`src/rtl/tlp_fifo_drain_pkg.sv`:
```
// tlp_fifo_drain_pkg: shared definitions for the TLP FIFO drain block.
//   - FIFO entry layout (267 bits): [266] sop, [265] eop, [264] err,
//     [263:256] keep, [255:0] data
//   - FSM state enum; ST_DROP exists only with TLP_FIFO_DRAIN_ERR_DROP_EN
package tlp_fifo_drain_pkg;

  localparam int ENTRY_W = 267;
  localparam int DATA_W  = 256;
  localparam int SOP_BIT = 266;
  localparam int EOP_BIT = 265;
  localparam int ERR_BIT = 264;
  localparam int KEEP_HI = 263;
  localparam int KEEP_LO = 256;

  // Field order matches the bit positions above (sop is the MSB).
  typedef struct packed {
    logic         sop;
    logic         eop;
    logic         err;
    logic [7:0]   keep;
    logic [255:0] data;
  } entry_t;

  typedef enum logic [1:0] {
    ST_IDLE = 2'd0,
    ST_PKT  = 2'd1
`ifdef TLP_FIFO_DRAIN_ERR_DROP_EN
    , ST_DROP = 2'd2
`endif
  } state_t;

endpackage

```
`src/rtl/tlp_fifo_drain_if.sv`:
```
// tlp_fifo_drain_if: FIFO-side and transmit-side signals of the drain.
//   master : the drain (reads FIFO head, pops, drives tx beat)
//   slave  : the FIFO / downstream sink
interface tlp_fifo_drain_if #(parameter int KEEP_W = 8);
  import tlp_fifo_drain_pkg::*;

  logic [ENTRY_W-1:0] fifoDataOut;
  logic               fifoEmpty;
  logic               fifoPop;
  logic               txValid;
  logic               txReady;
  logic [DATA_W-1:0]  txData;
  logic [KEEP_W-1:0]  txKeep;
  logic               txSop;
  logic               txEop;
  logic               txErr;

  modport master (
    input  fifoDataOut, fifoEmpty, txReady,
    output fifoPop, txValid, txData, txKeep, txSop, txEop, txErr
  );

  modport slave (
    output fifoDataOut, fifoEmpty, txReady,
    input  fifoPop, txValid, txData, txKeep, txSop, txEop, txErr
  );
endinterface

```
`src/rtl/tlp_skid_buf2.sv`:
```
// tlp_skid_buf2: 2-entry output register with valid/ready handshake.
//   in_valid/in_data : push (caller must not push when occ==2 unless the
//                      head is handed off in the same cycle)
//   out_valid/out_ready/out_data : downstream handshake, head entry
//   occ              : occupancy 0..2
module tlp_skid_buf2
  import tlp_fifo_drain_pkg::*;
#(
  parameter int W = ENTRY_W
) (
  input  logic         clk,
  input  logic         rst,
  input  logic         in_valid,
  input  logic [W-1:0] in_data,
  output logic         out_valid,
  input  logic         out_ready,
  output logic [W-1:0] out_data,
  output logic [1:0]   occ
);

  logic [W-1:0] head, tail;
  logic         pop;

  assign out_valid = (occ != 2'd0);
  assign out_data  = head;
  assign pop       = out_valid && out_ready;

  always_ff @(posedge clk or posedge rst) begin
    if (rst) begin
      occ  <= 2'd0;
      head <= '0;
      tail <= '0;
    end else begin
      case ({in_valid, pop})
        2'b10:   occ <= occ + 2'd1;
        2'b01:   occ <= occ - 2'd1;
        default: ;
      endcase
      // head: refill from tail when it holds the next beat, else from input
      if (pop) begin
        if (occ == 2'd2)   head <= tail;
        else if (in_valid) head <= in_data;
      end else if (in_valid && occ == 2'd0) begin
        head <= in_data;
      end
      // tail only ever holds the second-oldest beat
      if (in_valid && ((occ == 2'd1 && !pop) || occ == 2'd2))
        tail <= in_data;
    end
  end

endmodule

```
`src/rtl/tlp_fifo_drain.sv`:
```
// tlp_fifo_drain: drains a show-ahead FIFO of TLP beats onto a valid/ready
// stream, enforcing sop/eop framing.
//   clockCore, resetCore : clock, async active-high reset
//   bus (master)         : FIFO head/empty/pop and tx beat handshake
//   framingError         : sticky framing violation, cleared by clearError
//   pktCount, dropCount  : wrapping counters of sent eops / discarded beats
//   busy                 : FSM not idle or output buffer non-empty
// Optional feature: TLP_FIFO_DRAIN_ERR_DROP_EN truncates a packet at an
// err beat and discards the rest of it.
module tlp_fifo_drain
  import tlp_fifo_drain_pkg::*;
#(
  parameter int CNT_W  = 16,
  parameter int KEEP_W = 8
) (
  input  logic                  clockCore,
  input  logic                  resetCore,
  tlp_fifo_drain_if.master      bus,
  output logic                  framingError,
  input  logic                  clearError,
  output logic [CNT_W-1:0]      pktCount,
  output logic [CNT_W-1:0]      dropCount,
  output logic                  busy
);

  state_t             state, state_nxt;
  entry_t             head, fwd_beat;
  logic               fwd, fe_set, drop_inc;
  logic [1:0]         occ;
  logic [ENTRY_W-1:0] out_q;

  assign head = entry_t'(bus.fifoDataOut);

  // Pop whenever the buffer can take the beat this edge; gated by reset so
  // it drops immediately on assertion.
  assign bus.fifoPop = !resetCore && !bus.fifoEmpty &&
                       !(occ == 2'd2 && !bus.txReady);

  always_ff @(posedge clockCore or posedge resetCore) begin
    if (resetCore) state <= ST_IDLE;
    else           state <= state_nxt;
  end

  always_comb begin
    state_nxt = state;
    fwd       = 1'b0;
    fe_set    = 1'b0;
    drop_inc  = 1'b0;
    fwd_beat  = head;
    if (bus.fifoPop) begin
      case (state)
        ST_IDLE: begin
          if (!head.sop) begin
            fe_set   = 1'b1;
            drop_inc = 1'b1;
          end else begin
            fwd = 1'b1;
            if (!head.eop) state_nxt = ST_PKT;
          end
        end
        ST_PKT: begin
          if (head.sop) begin
            // restart: treat as a new packet start
            fe_set = 1'b1;
            fwd    = 1'b1;
            if (head.eop) state_nxt = ST_IDLE;
`ifdef TLP_FIFO_DRAIN_ERR_DROP_EN
          end else if (head.err && !head.eop) begin
            // close the packet on the err beat; an err beat that already
            // carries eop simply ends the packet, so nothing follows to drop
            fwd          = 1'b1;
            fwd_beat.eop = 1'b1;
            state_nxt    = ST_DROP;
`endif
          end else begin
            fwd = 1'b1;
            if (head.eop) state_nxt = ST_IDLE;
          end
        end
`ifdef TLP_FIFO_DRAIN_ERR_DROP_EN
        ST_DROP: begin
          drop_inc = 1'b1;
          if (head.eop) state_nxt = ST_IDLE;
        end
`endif
        default: state_nxt = ST_IDLE;
      endcase
    end
  end

  tlp_skid_buf2 #(.W(ENTRY_W)) u_skid (
    .clk       (clockCore),
    .rst       (resetCore),
    .in_valid  (fwd),
    .in_data   (fwd_beat),
    .out_valid (bus.txValid),
    .out_ready (bus.txReady),
    .out_data  (out_q),
    .occ       (occ)
  );

  assign bus.txSop  = out_q[SOP_BIT];
  assign bus.txEop  = out_q[EOP_BIT];
  assign bus.txErr  = out_q[ERR_BIT];
  assign bus.txKeep = out_q[KEEP_LO +: KEEP_W];
  assign bus.txData = out_q[DATA_W-1:0];

  assign busy = (state != ST_IDLE) || (occ != 2'd0);

  always_ff @(posedge clockCore or posedge resetCore) begin
    if (resetCore) begin
      framingError <= 1'b0;
      pktCount     <= '0;
      dropCount    <= '0;
    end else begin
      if (fe_set)          framingError <= 1'b1;
      else if (clearError) framingError <= 1'b0;
      if (bus.txValid && bus.txReady && bus.txEop) pktCount <= pktCount + CNT_W'(1);
      if (drop_inc) dropCount <= dropCount + CNT_W'(1);
    end
  end

endmodule

```
`src/flat_wrapper.sv`:
```
// flat-port wrapper written by rule: the top's interface ports become plain ports
module tlp_fifo_drain_flat import tlp_fifo_drain_pkg::*;
#(
  parameter int CNT_W  = 16,
  parameter int KEEP_W = 8
)
  (clockCore, resetCore, framingError, clearError, pktCount, dropCount, busy, bus_fifoDataOut, bus_fifoEmpty, bus_txReady, bus_fifoPop, bus_txValid, bus_txData, bus_txKeep, bus_txSop, bus_txEop, bus_txErr);
  tlp_fifo_drain_if #(.KEEP_W(KEEP_W)) bus_i ();
  input  logic clockCore;
  input  logic resetCore;
  output logic framingError;
  input  logic clearError;
  output logic [CNT_W-1:0] pktCount;
  output logic [CNT_W-1:0] dropCount;
  output logic busy;
  input wire logic [$bits(bus_i.fifoDataOut)-1:0] bus_fifoDataOut;
  input wire logic [$bits(bus_i.fifoEmpty)-1:0] bus_fifoEmpty;
  input wire logic [$bits(bus_i.txReady)-1:0] bus_txReady;
  output wire logic [$bits(bus_i.fifoPop)-1:0] bus_fifoPop;
  output wire logic [$bits(bus_i.txValid)-1:0] bus_txValid;
  output wire logic [$bits(bus_i.txData)-1:0] bus_txData;
  output wire logic [$bits(bus_i.txKeep)-1:0] bus_txKeep;
  output wire logic [$bits(bus_i.txSop)-1:0] bus_txSop;
  output wire logic [$bits(bus_i.txEop)-1:0] bus_txEop;
  output wire logic [$bits(bus_i.txErr)-1:0] bus_txErr;
  assign bus_i.fifoDataOut = bus_fifoDataOut;
  assign bus_i.fifoEmpty = bus_fifoEmpty;
  assign bus_i.txReady = bus_txReady;
  assign bus_fifoPop = bus_i.fifoPop;
  assign bus_txValid = bus_i.txValid;
  assign bus_txData = bus_i.txData;
  assign bus_txKeep = bus_i.txKeep;
  assign bus_txSop = bus_i.txSop;
  assign bus_txEop = bus_i.txEop;
  assign bus_txErr = bus_i.txErr;
  tlp_fifo_drain #(.CNT_W(CNT_W), .KEEP_W(KEEP_W)) u_core (.clockCore(clockCore), .resetCore(resetCore), .bus(bus_i), .framingError(framingError), .clearError(clearError), .pktCount(pktCount), .dropCount(dropCount), .busy(busy));
endmodule
```
`config.mk`:
```
export PLATFORM = sky130hd
export DESIGN_NAME = tlp_fifo_drain_flat
export DESIGN_NICKNAME = d
export VERILOG_FILES = /design/src/rtl/tlp_fifo_drain_pkg.sv /design/src/rtl/tlp_fifo_drain_if.sv /design/src/rtl/tlp_skid_buf2.sv /design/src/rtl/tlp_fifo_drain.sv /design/src/flat_wrapper.sv
export SDC_FILE = /design/constraint.sdc
export NUM_CORES = 1
export LEC_CHECK = 0
export CORE_UTILIZATION = 45
export CTS_CLUSTER_SIZE = 40
export DETAILED_ROUTE_END_ITERATION = 16
export PLACE_DENSITY_LB_ADDON = 0.08
export SETUP_SLACK_MARGIN = 0.4
export SYNTH_ARGS = -nofsm -noshare
export SYNTH_HDL_FRONTEND = slang
export SYNTH_HIERARCHICAL = 1
export SYNTH_SLANG_ARGS = --single-unit
```
`constraint.sdc`:
```
create_clock -name clockCore -period 24.9 [get_ports clockCore]
set_clock_uncertainty 0.1 [all_clocks]
set_input_delay 4.98 -clock clockCore [delete_from_list [all_inputs] [get_ports clockCore]]
set_output_delay 4.98 -clock clockCore [all_outputs]
set_load 0.01 [all_outputs]
```
==> flow_summary.yaml, run 1 <==
# flow metrics
die:
  die_y_um: 235
  fp_util: 0.455
  ios: 575
  rows: 85
power_and_ir_drop:
  switching_power_mw: 1.45
  total_leakage_power_nw: 14.0
  swShare: 0.340
  power_leader: "combinational logic"
  p_clk_frac: 0.207
  sequentialPower_mw: 1.64
cells_and_area:
  fin_cells: 3456
  stdcell_area_um2: 32400
  final_util: 0.602
  layout_top_cells: "574 x clkdlybuf4s50_1, 570 x dfrtp_1, 553 x nand2_1"
  multi_input_comb_cells: 1459
  diodes: 16
  dominant-cell-class: "sequential cells"
grt:
  grt_max_degree: 231
worst_setup_path:
  critPathBufInv: 3
  crit_family: "buffers and inverters"
  cpMostUsedCell: "clkdlybuf4s50_1"
yosys:
  synth.distinct_cells: 39
  syn_avg_cell_area_um2: 11.2
  synthTopCellsByArea: "dfrtp_1 58%, mux2_4 12%, nand2_1 8.5%, a31oi_1 6.8%, nor2_1 4.3%"
  seq_area_frac_synth: 0.583
  ys_area_um2: 24500
  ys_async_sr_fraction: 1.00
  synth.most_common_cell: "dfrtp_1"
routing:
  drt_first_pass_iters: 7
  met3_length_mm: 5.78
  ant_nets: 0
clock_network:
  cts_made_buffers: 61
  cts_setup_buffers: 0
  ctsResizeCount: 0
  clock.latency.late_pin_ns: 0.61
final_timing:
  finalHoldViolCount: 0
  setup_tns_ns: 0
placement:
  dp_slack_ns: 12.95
  hpwl_mm: 45.7
status:
  status: "complete, no violations"
[run 1: worst paths after layout]
path,start,end,slack [ns],cells past startpoint
max in group asynchronous,resetCore,u_core/u_skid/out_data[107],16.69,5
worst min-delay path,u_core/pktCount[15],u_core/pktCount[15],0.38,1
min in group asynchronous,resetCore,u_core/pktCount[11],4.78,2
worst min register to register,u_core/pktCount[15],u_core/pktCount[15],0.38,1
worst max register to register,u_core/u_skid/occ[1],u_core/u_skid/tail[106],19.65,9
worst max-delay path,bus_txReady,bus_fifoPop,12.98,5
[run 1: registers in the layout, summed over array words and instances, names as in the netlist]
| name | cells |
|---|---|
| u_core/u_skid/out_data | 267 |
| u_core/state | 1 |
| u_core/u_skid/occ | 2 |
| u_core/dropCount | 16 |
| u_core/framingError | 1 |
| u_core/pktCount | 16 |
| u_core/u_skid/tail | 267 |
Run 1, metal 4:
Cells faint in the background.
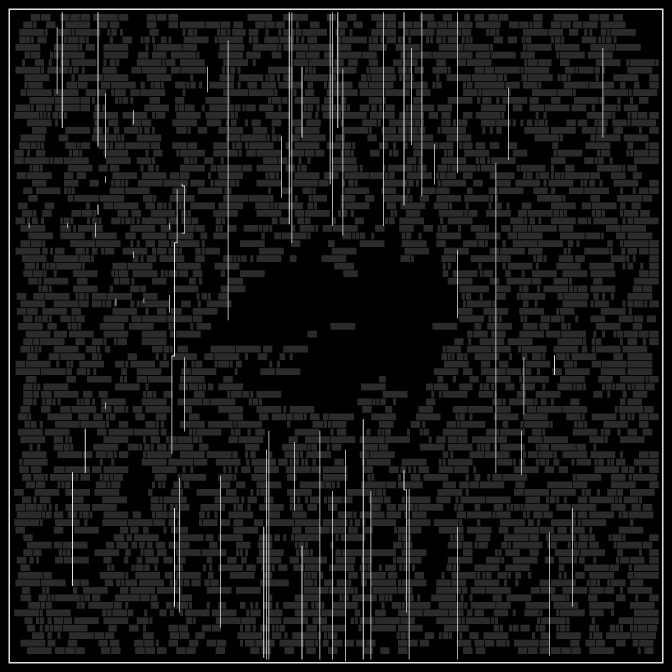
main direction = vertical
longest straight run = 112 um
Vias: 17940
DRT Wirelength: 70.0 mm

Run 1, met1 routing:
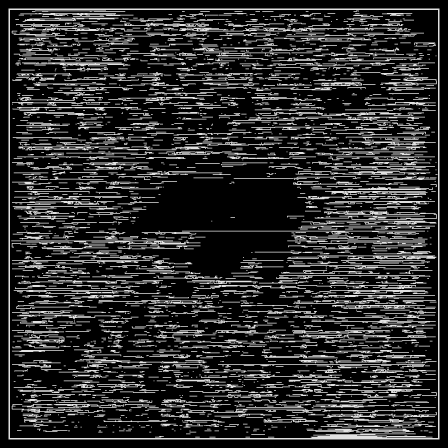
main direction = horizontal
nets with wire on the layer = 2707
wire length on this layer = 29.2 mm
met1 global-route usage: 0.322

Run 1, routing congestion:
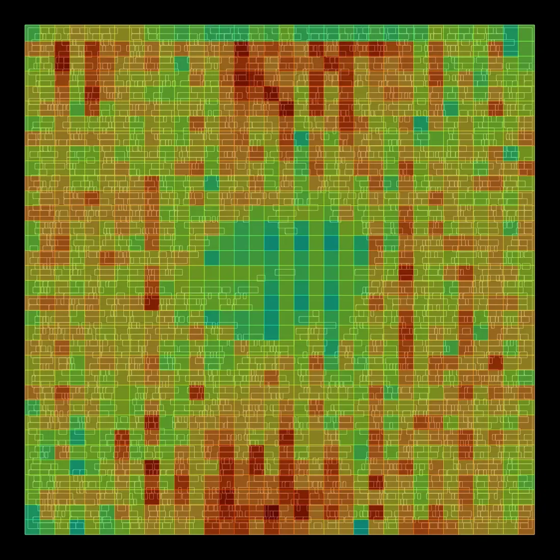
grt met3 use: 0.0835
GR Util met2: 0.386
total track usage: 0.250

==> run 2, diff against run 1 <==
- clock period: 24.9 -> 10.93 ns (I/O delays scaled with it)
Run 2, met1 routing:
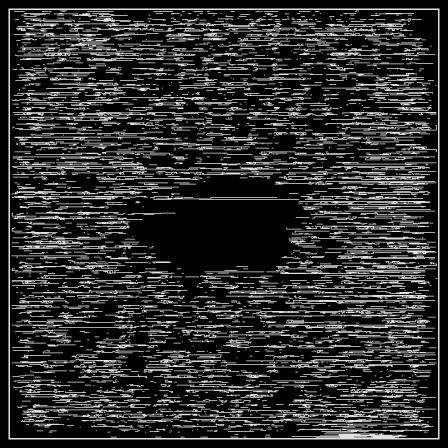
longest straight run = 77.7 um
wire length on this layer = 28.7 mm
nets with wire on the layer = 2706
DRT Wirelength: 69.6 mm
met1 global-route usage: 0.319
Vias: 18054

==> run 2 against run 1 <==
Cell area up 0.25%. Routed wire length fell by 0.55%. Setup slack worse by 8.4 ns. Non-clock buffer count down 6. Sequential share of layout area fell by 0.11 points. Flip-flop count unchanged. Synthesized cell count stayed put. Area after synthesis is the same. Critical path type unchanged. Critical endpoint unchanged.
==> flow_summary.yaml, run 2 <==
# flow metrics
status:
  status: "complete, no violations"
worst_setup_path:
  crit_family: "buffers and inverters"
  critPathBufInv: 3
  rrSetupSlack_ns: 7.50
  path_depth: 5
  rr_endpoint: "u_core/u_skid/tail[194]"
  reg2reg_depth: 8
power_and_ir_drop:
  power_leader: "combinational logic"
  switching_power_mw: 3.30
  p_clk_frac: 0.210
  swShare: 0.337
  total_leakage_power_nw: 14.1
  sequentialPower_mw: 3.73
cells_and_area:
  fin_cells: 3452
  final_util: 0.604
  layout_top_cells: "574 x clkdlybuf4s50_1, 570 x dfrtp_1, 553 x nand2_1"
  stdcell_area_um2: 32500
die:
  ios: 575
  rows: 85
  die_y_um: 235
  fp_util: 0.455
routing:
  drt_first_pass_iters: 7
  met3_length_mm: 5.88
  ant_nets: 0
placement:
  dp_slack_ns: 4.58
final_timing:
  finalHoldViolCount: 0
yosys:
  syn_avg_cell_area_um2: 11.2
  ys_area_um2: 24500
  ys_async_sr_fraction: 1.00
  seq_area_frac_synth: 0.583
  synthTopCellsByArea: "dfrtp_1 58%, mux2_4 12%, nand2_1 8.5%, a31oi_1 6.8%, nor2_1 4.3%"
  synth.distinct_cells: 39
grt:
  grt_usage: 0.250
  met3_usage: 0.0856
  met2_usage: 0.387
hold_path:
  hold_end: "u_core/pktCount[15]"
  hold_start: "u_core/pktCount[15]"
  whs_path_depth: 1
clock_network:
  cts_setup_buffers: 0
  ctsResizeCount: 0
==> run 2: cell counts after synthesis <==
Identical to the previous run, type by type.
==> run 2: cells by family after synthesis <==
kind of cell             count (synthesis)  share of synthesized area
buffers and inverters                  160                     0.0372
flip-flops                             570                      0.583
AND-OR/OR-AND                          275                     0.0703
adder cells (fa/ha/maj)                  9                    0.00460
AND/OR/NAND/NOR                        875                      0.140
multiplexers                           269                      0.154
XOR/XNOR                                31                     0.0111
==> run 2: how the worst max path moves through the flow <==
stage | slack (ns) | endpoint
floorplan | 1.36 | u_core/u_skid/occ[0]
global placement | 4.60 | bus_fifoPop
detailed placement | 4.58 | bus_fifoPop
CTS | 4.58 | bus_fifoPop
global route | 4.52 | bus_fifoPop
finish | 4.58 | bus_fifoPop
==> run 3, diff against run 2 <==
- clock period: 10.93 -> 5.5 ns (I/O delays scaled with it)
Run 3, signal wires on met2:
Scale bar: 50 um. Cells faint in the background.
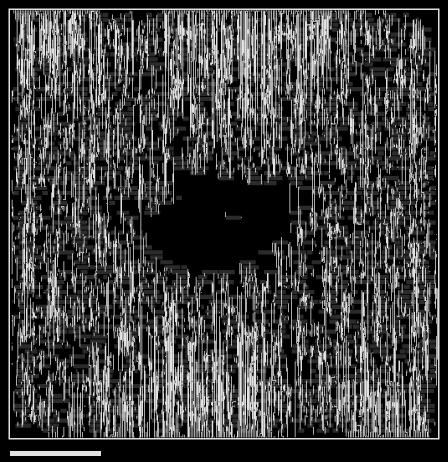
main direction = vertical
wire length on this layer = 33.6 mm
longest straight run = 85.8 um
share of all routed wire = 47%
nets with wire on the layer = 2552
GR Util met2: 0.410
DRT Wirelength: 70.8 mm

==> run 3 against run 2 <==
First-iteration DRC count grew 4.1%. Sequential power rose by 100%. Synthesized cell count unchanged. Sequential share of layout area down 0.40 points. Core utilization grew 0.55 points. Non-clock buffer count is 16 higher. Largest cell class unchanged.
==> flow_summary.yaml, run 3 <==
# flow metrics
yosys:
  seq_area_frac_synth: 0.583
  ys_async_sr_fraction: 1.00
  synth.distinct_cells: 39
  ys_area_um2: 24500
  synth.most_common_cell: "dfrtp_1"
worst_setup_path:
  path_depth: 5
  crit_family: "buffers and inverters"
  critPathBufInv: 3
cells_and_area:
  diodes: 17
  multi_input_comb_cells: 1459
routing:
  met3_length_mm: 5.33
  ant_nets: 0
  vias: 18049
hold_path:
  whs_path_depth: 1
status:
  status: "complete, no violations"
die:
  ios: 575
  rows: 85
grt:
  grt_max_degree: 179
power_and_ir_drop:
  swShare: 0.340
  switching_power_mw: 6.66
clock_network:
  ctsResizeCount: 0
==> run 3: cell counts after synthesis <==
No cell type changed its count.
==> run 3: kinds of logic after synthesis <==
logic type                 Yosys count  synth area share
AOI/OAI and AO/OA                  275            0.0703
xor gates and xnor gates            31            0.0111
muxes                              269             0.154
DFF                                570             0.583
buffers and inverters              160            0.0372
adders and majority gates            9           0.00460
and+or+nand+nor                    875             0.140
==> run 3: metrics by stage <==
stage,area [um2],std cells,setup WS (ns),setup TNS (ns),util
after floorplan,24500,2189,-2.99,-1601.58,-
after global placement,30700,3343,1.30,0,0.571
after detailed placement,30700,3343,1.31,0,0.571
after CTS,32700,3453,1.30,0,0.608
after global routing,32800,3465,1.21,0,0.609
final,32800,3470,1.30,0,0.609
Power and IR drop assume default switching activity.
